Fig. 1: routing congestion
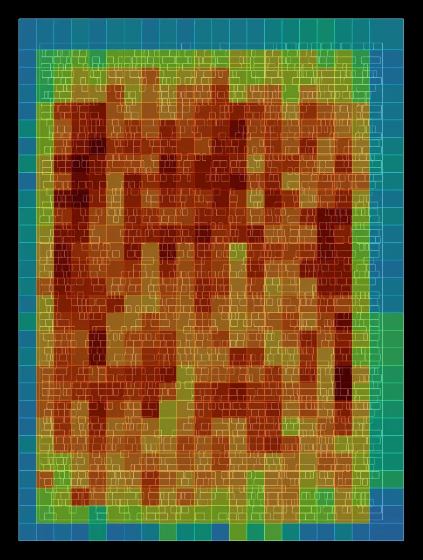
Fig. 2: clock distribution
Bar = 50 um.
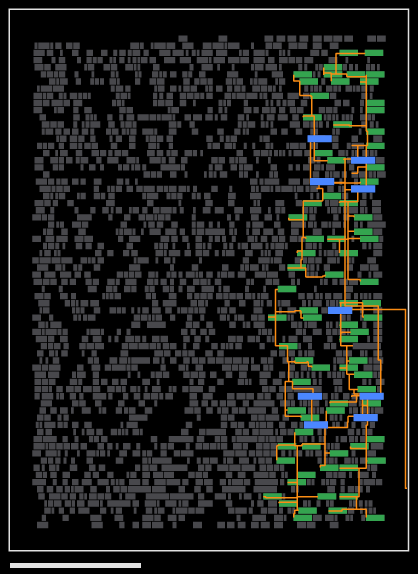
Fig. 3: where the registers sit
Bar = 50 um. Other sequential cells in the stronger gray, the rest of the logic in the fainter gray.
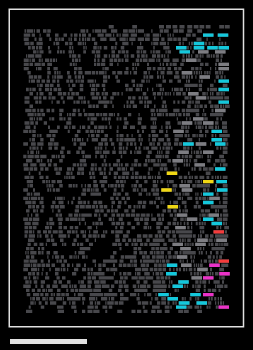
Fig. 4: cell classes on the final placement
Bar = 50 um.
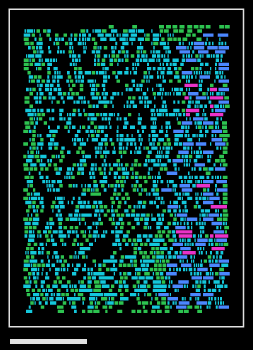
==> config.mk <==
export PLATFORM = sky130hd
export DESIGN_NAME = ula_multiciclo
export DESIGN_NICKNAME = d
export VERILOG_FILES = /design/src/rtl/ula_multiciclo_pkg.sv /design/src/rtl/ula_comb.sv /design/src/rtl/ula_multiciclo.sv
export SDC_FILE = /design/constraint.sdc
export NUM_CORES = 1
export LEC_CHECK = 0
export CELL_PAD_IN_SITES_DETAIL_PLACEMENT = 0
export CELL_PAD_IN_SITES_GLOBAL_PLACEMENT = 1
export CORE_ASPECT_RATIO = 1.4
export CORE_MARGIN = 8
export CORE_UTILIZATION = 40
export DETAILED_ROUTE_END_ITERATION = 10
export HOLD_SLACK_MARGIN = 0.08
export PLACE_DENSITY = 0.77
export SLEW_MARGIN = 20
export SYNTH_ARGS = -nofsm -noshare
export SYNTH_HDL_FRONTEND = slang
export SYNTH_SLANG_ARGS = --single-unit
==> constraint.sdc <==
create_clock -name clk -period 4.8 [get_ports clk]
set_clock_uncertainty 0.15 [all_clocks]
set_input_delay 0.96 -clock clk [delete_from_list [all_inputs] [get_ports clk]]
set_output_delay 0.96 -clock clk [all_outputs]
set_load 0.01 [all_outputs]
==> results.py <==
# Metrics from the implementation run
metrics = {
    "status": {
        "status": "complete, no violations",
    },
    "global_routing": {
        "antenna_found_initial": 1,
        "grt_start_max_net_pins": 88,
        "first_global_vias": 13200,
        "grt_pass1_wl_mm": 79.3,
    },
    "detailed_routing": {
        "num_vias": 13600,
    },
    "setup_path": {
        "cp_cell_sequence": "clkdlybuf4s50_1 > inv_1 > ha_1 > buf_4 > buf_4 > nand2b_1 > o22ai_1 > buf_4 > a21oi_1 > a21oi_2 > o221ai_1 > a221o_1 > or4b_4 > nor4_4 > nand4b_1 > o41ai_2",
    },
    "pwr": {
        "max-vdd-ir-drop_uv": 425,
        "power_w": 0.00331,
        "p_comb_share_pct": 54.3,
        "internal_power_w": 0.00198,
    },
    "clock_tree": {
        "cts_hold_buffers": 0,
        "post_cts_resized": 75,
        "cts_tree": "done",
        "path_clk_slew_ns": 0.06,
    },
    "yosys": {
        "area_leaders": "dfxtp_1 (15%), ha_1 (12%), a21oi_1 (8.4%), nand2_1 (6.6%), nor2_1 (4.5%)",
        "ys_async_sr_fraction_pct": 0,
        "edf_count": 0,
        "avgSynthCellArea_um2": 6.83,
        "xor_area_share_pct": 0.769,
    },
    "die": {
        "fp.dieW_um": 151,
    },
    "final_layout": {
        "final-comb-area_um2": 8240,
    },
}
-- Fig. 1 (at the start) --
met1 usage: 38.6%
routing usage on met2: 58.6%
GRT Overall Usage: 33.6%
wire per inst: 24.2 um
met3 GRT Util: 3.61%

-- Fig. 2 (at the start) --
[orange] clock wires | length: 1050 um
[blue] clock drivers | count: 9
[green] flip-flops | count: 78
routed clock nets: 10
flops lie: a vertical strip on the right
clk ins delay skew pair: 0.34 ns
Clk power: 0.000758 W
power share of the clock group: 22.9%

-- Fig. 3 (at the start) --
[yellow] r_op | sequential cells: 4
[cyan] result | sequential cells: 32 | where: a vertical strip on the right
[magenta] r_cnt | sequential cells: 5 | where: bottom right
[red] r_state | sequential cells: 2
not colored: 35
FF+latch area: 1560 um2
flop share of the area: 10.5%
final core occ: 59.0%
Sequential Power: 0.000757 W

-- Fig. 4 (at the start) --
[blue] flops | cells: 78
[green] other buffers and delay cells | cells: 492
[cyan] combinational and other logic | cells: 1311
[magenta] clock drivers and dummy loads | cells: 16
fin area: 14900 um2
Core Footprint: 25300 um2
Core Rows: 69

## stage by stage
step	TNS (ns)	cells
2_1_floorplan	0	1500
3_3_place_gp	-3.99	2171
3_5_place_dp	-4.92	2171
4_1_cts	0	2208
5_1_grt	-0.00400	2216
6_report	0	2216
## power by group through the flow
| stage | clock network [W] | logic [W] | registers [W] |
|---|---|---|---|
| final | 0.000758 | 0.00180 | 0.000757 |
| after floorplan | 0 | 0.000821 | 0.000766 |
| after CTS | 0.000763 | 0.00173 | 0.000757 |
| after global routing | 0.000787 | 0.00191 | 0.000764 |
| after detailed placement | 0 | 0.00167 | 0.000770 |
| after global placement | 0 | 0.00166 | 0.000768 |
No activity file was given, so power comes from the tool's default toggle rates.
